[src/rtl/profile_pkg.sv]
// Shared definitions for the profiling window controller: opcodes, FSM encoding and error word.
package profile_pkg;

    typedef enum logic [2:0] {
        OP_READ   = 3'd0,
        OP_CONFIG = 3'd1,
        OP_WINDOW = 3'd2,
        OP_ARM    = 3'd3,
        OP_STOP   = 3'd4,
        OP_STATUS = 3'd5,
        OP_CLEAR  = 3'd6,
        OP_RSVD   = 3'd7
    } prof_op_e;

    typedef enum logic [1:0] {
        ST_IDLE    = 2'd0,
        ST_ARMED   = 2'd1,
        ST_RUNNING = 2'd2,
        ST_DONE    = 2'd3
    } prof_state_e;

    localparam logic [31:0] PROF_ERR = 32'hFFFF_FFFF;
    localparam int unsigned NUM_CNT  = 4;

    function automatic logic [31:0] status_word(logic [3:0] ovf, prof_state_e st);
        return {20'b0, ovf, 2'b0, st, 4'b0};
    endfunction

endpackage

[src/rtl/profile_event_counter.sv]
// 32-bit event counter with synchronous clear and a sticky wrap flag.
module profile_event_counter (
    input  logic        clock,
    input  logic        reset,
    input  logic        clear,
    input  logic        enable,
    output logic [31:0] value,
    output logic        ovf
);

    logic [31:0] count;
    logic        ovf_flag;

    always_ff @(posedge clock or posedge reset) begin
        if (reset) begin
            count    <= '0;
            ovf_flag <= 1'b0;
        end else if (clear) begin
            count    <= '0;
            ovf_flag <= 1'b0;
        end else if (enable) begin
            count <= count + 32'd1;
            if (count == 32'hFFFF_FFFF) begin
                ovf_flag <= 1'b1;
            end
        end
    end

    assign value = count;
    assign ovf   = ovf_flag;

endmodule

[src/rtl/profile_window_ctrl.sv]
// CI-bus profiling controller: maps event lines onto four counters and gates them with a
// trigger-started, cycle-budgeted measurement window.
module profile_window_ctrl
    import profile_pkg::*;
#(
    parameter logic [7:0]  customId   = 8'd9,
    parameter int unsigned NUM_EVENTS = 8
) (
    input  logic                  clock,
    input  logic                  reset,
    input  logic                  start,
    input  logic [7:0]            ciN,
    input  logic [31:0]           valueA,
    input  logic [31:0]           valueB,
    input  logic [NUM_EVENTS-1:0] events,
    input  logic                  trigger,
    output logic                  done,
    output logic [31:0]           result
);

    prof_state_e state;
    logic [2:0]  sel [NUM_CNT];
    logic [31:0] window_len;
    logic [31:0] remain;

    logic [31:0] cnt_val [NUM_CNT];
    logic [3:0]  ovf;
    logic [3:0]  cnt_en;
    logic        cnt_clear;

    logic        acc;
    prof_op_e    op;
    logic        cfg_ok;
    logic        count_en;
    logic [7:0]  ev_ext;
    logic        unused_bits;

    assign acc         = start && (ciN == customId);
    assign op          = prof_op_e'(valueA[2:0]);
    assign cfg_ok      = (state == ST_IDLE) || (state == ST_DONE);
    assign unused_bits = ^valueA[31:3];

    // The trigger cycle itself is the first counted cycle of the window.
    assign count_en  = (state == ST_RUNNING) || ((state == ST_ARMED) && trigger);
    assign cnt_clear = acc && ((op == OP_ARM) || (op == OP_CLEAR));

    // Selects beyond the wired event lines read as constant 1 so the counter counts cycles.
    always_comb begin
        ev_ext                   = '1;
        ev_ext[NUM_EVENTS-1:0]   = events;
    end

    always_comb begin
        cnt_en = '0;
        for (int i = 0; i < NUM_CNT; i++) begin
            cnt_en[i] = count_en && ev_ext[sel[i]];
        end
    end

    profile_event_counter u_cnt0 (
        .clock  (clock),
        .reset  (reset),
        .clear  (cnt_clear),
        .enable (cnt_en[0]),
        .value  (cnt_val[0]),
        .ovf    (ovf[0])
    );

    profile_event_counter u_cnt1 (
        .clock  (clock),
        .reset  (reset),
        .clear  (cnt_clear),
        .enable (cnt_en[1]),
        .value  (cnt_val[1]),
        .ovf    (ovf[1])
    );

    profile_event_counter u_cnt2 (
        .clock  (clock),
        .reset  (reset),
        .clear  (cnt_clear),
        .enable (cnt_en[2]),
        .value  (cnt_val[2]),
        .ovf    (ovf[2])
    );

    profile_event_counter u_cnt3 (
        .clock  (clock),
        .reset  (reset),
        .clear  (cnt_clear),
        .enable (cnt_en[3]),
        .value  (cnt_val[3]),
        .ovf    (ovf[3])
    );

    always_ff @(posedge clock or posedge reset) begin
        if (reset) begin
            state      <= ST_IDLE;
            window_len <= '0;
            remain     <= '0;
            done       <= 1'b0;
            result     <= '0;
            for (int i = 0; i < NUM_CNT; i++) begin
                sel[i] <= 3'(i);
            end
        end else begin
            done   <= acc;
            result <= '0;

            // Window progression; CI commands below take precedence on the same edge.
            unique case (state)
                ST_IDLE: ;
                ST_ARMED: begin
                    if (trigger) begin
                        if (window_len == 32'd1) begin
                            state <= ST_DONE;
                        end else begin
                            state  <= ST_RUNNING;
                            remain <= window_len - 32'd1;
                        end
                    end
                end
                ST_RUNNING: begin
                    if (window_len != 32'd0) begin
                        if (remain == 32'd1) begin
                            state <= ST_DONE;
                        end else begin
                            remain <= remain - 32'd1;
                        end
                    end
                end
                ST_DONE: ;
            endcase

            if (acc) begin
                case (op)
                    OP_READ: result <= cnt_val[valueB[1:0]];
                    OP_CONFIG: begin
                        if (cfg_ok) begin
                            sel[valueB[1:0]] <= valueB[4:2];
                        end else begin
                            result <= PROF_ERR;
                        end
                    end
                    OP_WINDOW: begin
                        if (cfg_ok) begin
                            window_len <= valueB;
                        end else begin
                            result <= PROF_ERR;
                        end
                    end
                    OP_ARM: begin
                        if (valueB[0]) begin
                            state  <= ST_RUNNING;
                            remain <= window_len;
                        end else begin
                            state <= ST_ARMED;
                        end
                    end
                    OP_STOP: begin
                        if ((state == ST_ARMED) || (state == ST_RUNNING)) begin
                            state <= ST_DONE;
                        end
                    end
                    OP_STATUS: result <= status_word(ovf, state);
                    OP_CLEAR:  state  <= ST_IDLE;
                    default:   result <= PROF_ERR;
                endcase
            end
        end
    end

endmodule
[config.mk]
export PLATFORM = sky130hd
export DESIGN_NAME = profile_window_ctrl
export DESIGN_NICKNAME = d
export VERILOG_FILES = /design/src/rtl/profile_pkg.sv /design/src/rtl/profile_event_counter.sv /design/src/rtl/profile_window_ctrl.sv
export SDC_FILE = /design/constraint.sdc
export NUM_CORES = 1
export LEC_CHECK = 0
export CAP_MARGIN = 0
export CELL_PAD_IN_SITES_DETAIL_PLACEMENT = 1
export CELL_PAD_IN_SITES_GLOBAL_PLACEMENT = 1
export CORE_MARGIN = 5
export CORE_UTILIZATION = 46
export CTS_BUF_LIST = sky130_fd_sc_hd__clkbuf_8 sky130_fd_sc_hd__clkbuf_16
export CTS_CLUSTER_DIAMETER = 200
export DETAILED_ROUTE_END_ITERATION = 10
export PLACE_DENSITY = 0.86
export SYNTH_ARGS = -nofsm -noshare
export SYNTH_HDL_FRONTEND = slang
export SYNTH_SLANG_ARGS = --single-unit
[constraint.sdc]
create_clock -name clock -period 8.1 [get_ports clock]
set_clock_uncertainty 0.05 [all_clocks]
set_input_delay 0.81 -clock clock [delete_from_list [all_inputs] [get_ports clock]]
set_output_delay 0.81 -clock clock [all_outputs]
set_load 0.01 [all_outputs]
Run 1, routed metal, one colour a layer:
Two of the layers only.
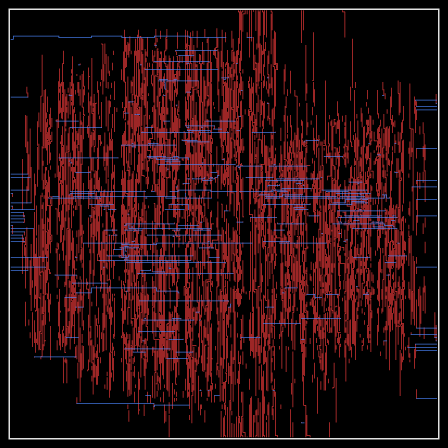
| layer | colour | wire length |
|---|---|---|
| M3 | blue | 2300 um |
| M2 | red | 22.7 mm |
All-Layer GR Usage: 0.264
via count: 11600

Run 1, routed metal per tile:
The die is cut into 36 by 36 equal tiles; dark purple is low, yellow is high, scaled to the fullest tile. Values are wire area over tile area, all layers added.
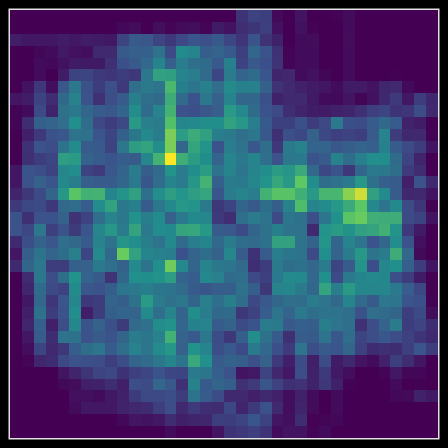
fullest tile: 0.88
tiles over half the peak: 7.9%
densest ninth of the die: centre
nearly empty tiles: 17%
mean over tiles: 0.22
WL/cell: 23.6 um
total wire length: 43800 um

==> flow_summary_export.csv, run 1 <==
group,metric,value,unit
worst_hold_path,holdPathEnd,"u_cnt1.ovf$_DFFE_PP0P_",
grt,grt_pass1_wl,70900,um
routing,drtIter0Drc,900,
floorplan,num_tap_cells,384,
logic_synthesis,ys.flops,243,
setup_path,crit_top_cell,"nor2_1",
routing,routed.top_layer,"met4",
grt,antenna_found_initial,0,
logic_synthesis,flop_cell,"dfrtp_1",
logic_synthesis,mux_share,0.108,
final_timing,holdWs,480,ps
finish,clkbuf_count,34,
finish,syn_to_final_growth,16.6,%
logic_synthesis,top_cell_area_share,0.443,
pwr,powerComb,0.687,mW
finish,regArea,6090,sq um
floorplan,die.size.y,181,um
routing,route.met2.wl,22700,um
cts,ctsResizeCount,0,
finish,comb-cell-share,0.449,
status,status,"finished, final reports clean",
routing,ant_nets,0,
logic_synthesis,yosysSeqAreaShare,0.450,
logic_synthesis,synthTopCellsByArea,"dfrtp_1 (44%), mux4_2 (6.3%), xor2_1 (5.4%)",
logic_synthesis,synth-simple-area-share,0.214,
job,warnings,63,
logic_synthesis,synth.most_common_cell,"dfrtp_1",
pwr,pwr_density_cell,226,nW/um^2
job,maxCapViolCount,0,
pwr,pwr-share-comb,0.193,
logic_synthesis,ys_top_logic_family,"simple AND/OR/NAND/NOR gates",
setup_path,reg2reg_to,"u_cnt3.value[30]$_DFFE_PP0P_",
pwr,power.leakage,6.83,nW
setup_path,startpoint_type,"input port",
final_timing,fmax,0.242,GHz
pwr,clkPwrFrac,0.395,
grt,grtUsageMet3,0.0404,
pwr,p_seq_frac,0.412,
cts,ctsLongestPathBuffers,3,
Run 1, cell density map:
Scale bar: 50 um. The die is cut into 18 by 18 equal tiles; dark purple is low, yellow is high, 0 to 100% covered.
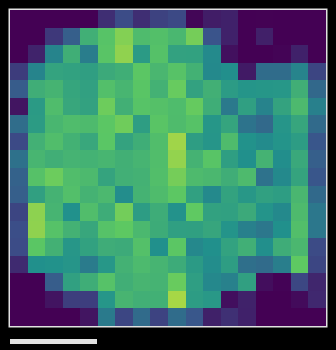
tiles over 75% full: 5.2%
nearly empty tiles: 11%
mean over tiles: 46%
emptiest ninth of the die: upper right

Run 1, clock wiring as the flow saved it:
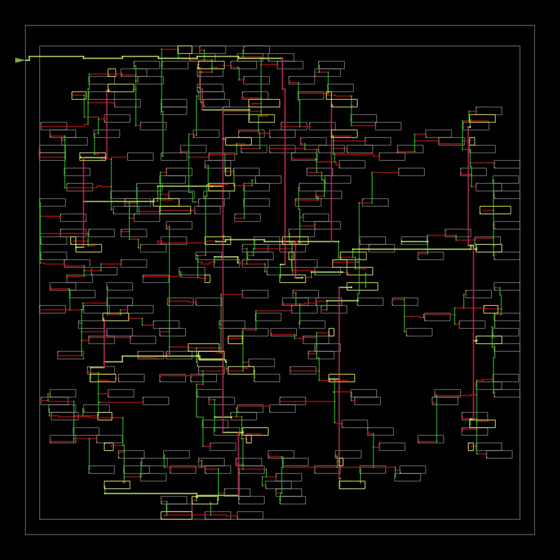

==> run 2: changes to the inputs <==
==> constraint.sdc (replaced) <==
create_clock -name clock -period 4.2 [get_ports clock]
set_clock_uncertainty 0.05 [all_clocks]
set_input_delay 0.42 -clock clock [delete_from_list [all_inputs] [get_ports clock]]
set_output_delay 0.42 -clock clock [all_outputs]
set_load 0.01 [all_outputs]
Run 2, clock wiring as the flow saved it:
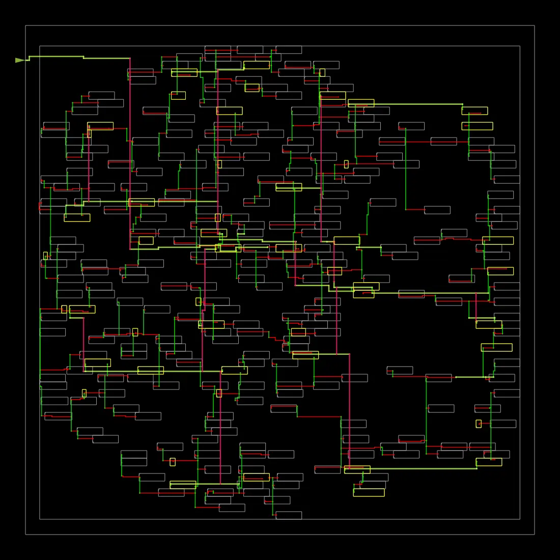
clk pwr: 2.52 mW
clock buffers: 32

Run 2, routed metal, one colour a layer:
Two of the layers only.
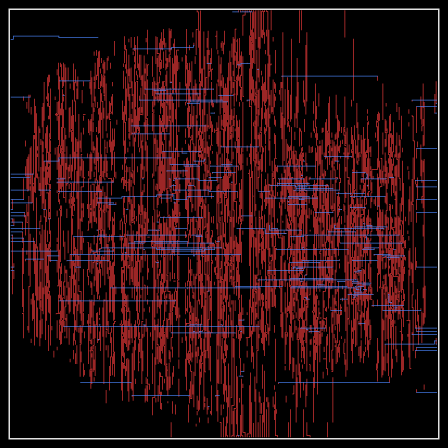
WL/cell: 23.2 um
via count: 11700

Run 2, cell density map:
Scale bar: 50 um. The die is cut into 18 by 18 equal tiles; dark purple is low, yellow is high, 0 to 100% covered.
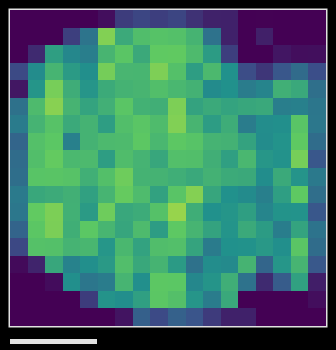
mean over tiles: 47%
tiles over 75% full: 5.9%
densest ninth of the die: centre
nearly empty tiles: 12%
Starting Density: 0.468
Core Region: 28900 sq um
Layout Utilization: 0.547

==> run 2 against run 1 <==
Effect of this change: sequential cell count unchanged; wire length is 0.96% lower; die area unchanged; power grew 88%; via count rose by 0.26%; clock power is 79% higher; cell area rose by 0.27%; non-clock buffer count is 13 higher; synthesized cell count stayed put; critical endpoint is now remain[5]$_DFF_PP0_; global-route usage fell by 0.57 points.
==> flow_summary_export.csv, run 2 <==
group,metric,value,unit
status,status,"finished, final reports clean",
pwr,powerComb,1.35,mW
grt,grt_pass1_wl,69400,um
setup_path,crit_cells,8,
logic_synthesis,synthTopCellsByArea,"dfrtp_1 (44%), mux4_2 (6.3%), xor2_1 (5.4%)",
setup_path,cp_top_family,"simple AND/OR/NAND/NOR gates",
cts,ctsResizeCount,0,
logic_synthesis,synth.most_common_cell,"dfrtp_1",
logic_synthesis,mux_share,0.108,
finish,regArea,6090,sq um
place,dp_hpwl,29300,um
pwr,power.leakage,6.87,nW
grt,grtUsageMet3,0.0458,
floorplan,ios,117,
routing,drtIter0Drc,753,
final_timing,slew_headroom,0.253,
grt,grt_pass1_vias,12800,
pwr,p_seq_frac,0.423,
grt,grtUsageMet2,0.462,
grt,grt_use_total,0.258,
floorplan,placementRows,62,
logic_synthesis,ys_top_logic_family,"simple AND/OR/NAND/NOR gates",
logic_synthesis,top_cell_area_share,0.443,
logic_synthesis,common_cells,"dfrtp_1 (239), nor2_1 (173), nand2_1 (138)",
grt,antenna_found_initial,2,
finish,comb-cell-share,0.447,
setup_path,startpoint_type,"flip-flop",
finish,final_cell_mix,"dfrtp_1 (239), nor2_1 (173), nand2_1 (138)",
pwr,pwr_density_cell,425,nW/um^2
finish,num_antenna_cells,2,
finish,syn_to_final_growth,16.9,%
logic_synthesis,synth-simple-area-share,0.214,
floorplan,die.size.y,181,um
place,pre_cts_ws,614,ps
routing,routed.top_layer,"met4",
final_timing,fmax,0.292,GHz
job,maxCapViolCount,0,
setup_path,r2r_cells,8,
final_timing,holdWs,381,ps
cts,ctsLongestPathBuffers,3,
floorplan,num_tap_cells,384,
routing,route.met2.wl,22400,um
cts,clock-sinks,243,
pwr,pwr-share-comb,0.202,
pwr,clkPwrFrac,0.376,
setup_path,reg2reg_to,"remain[5]$_DFF_PP0_",
logic_synthesis,yosysSeqAreaShare,0.450,
logic_synthesis,ys.flops,243,
Power and IR drop assume default switching activity.
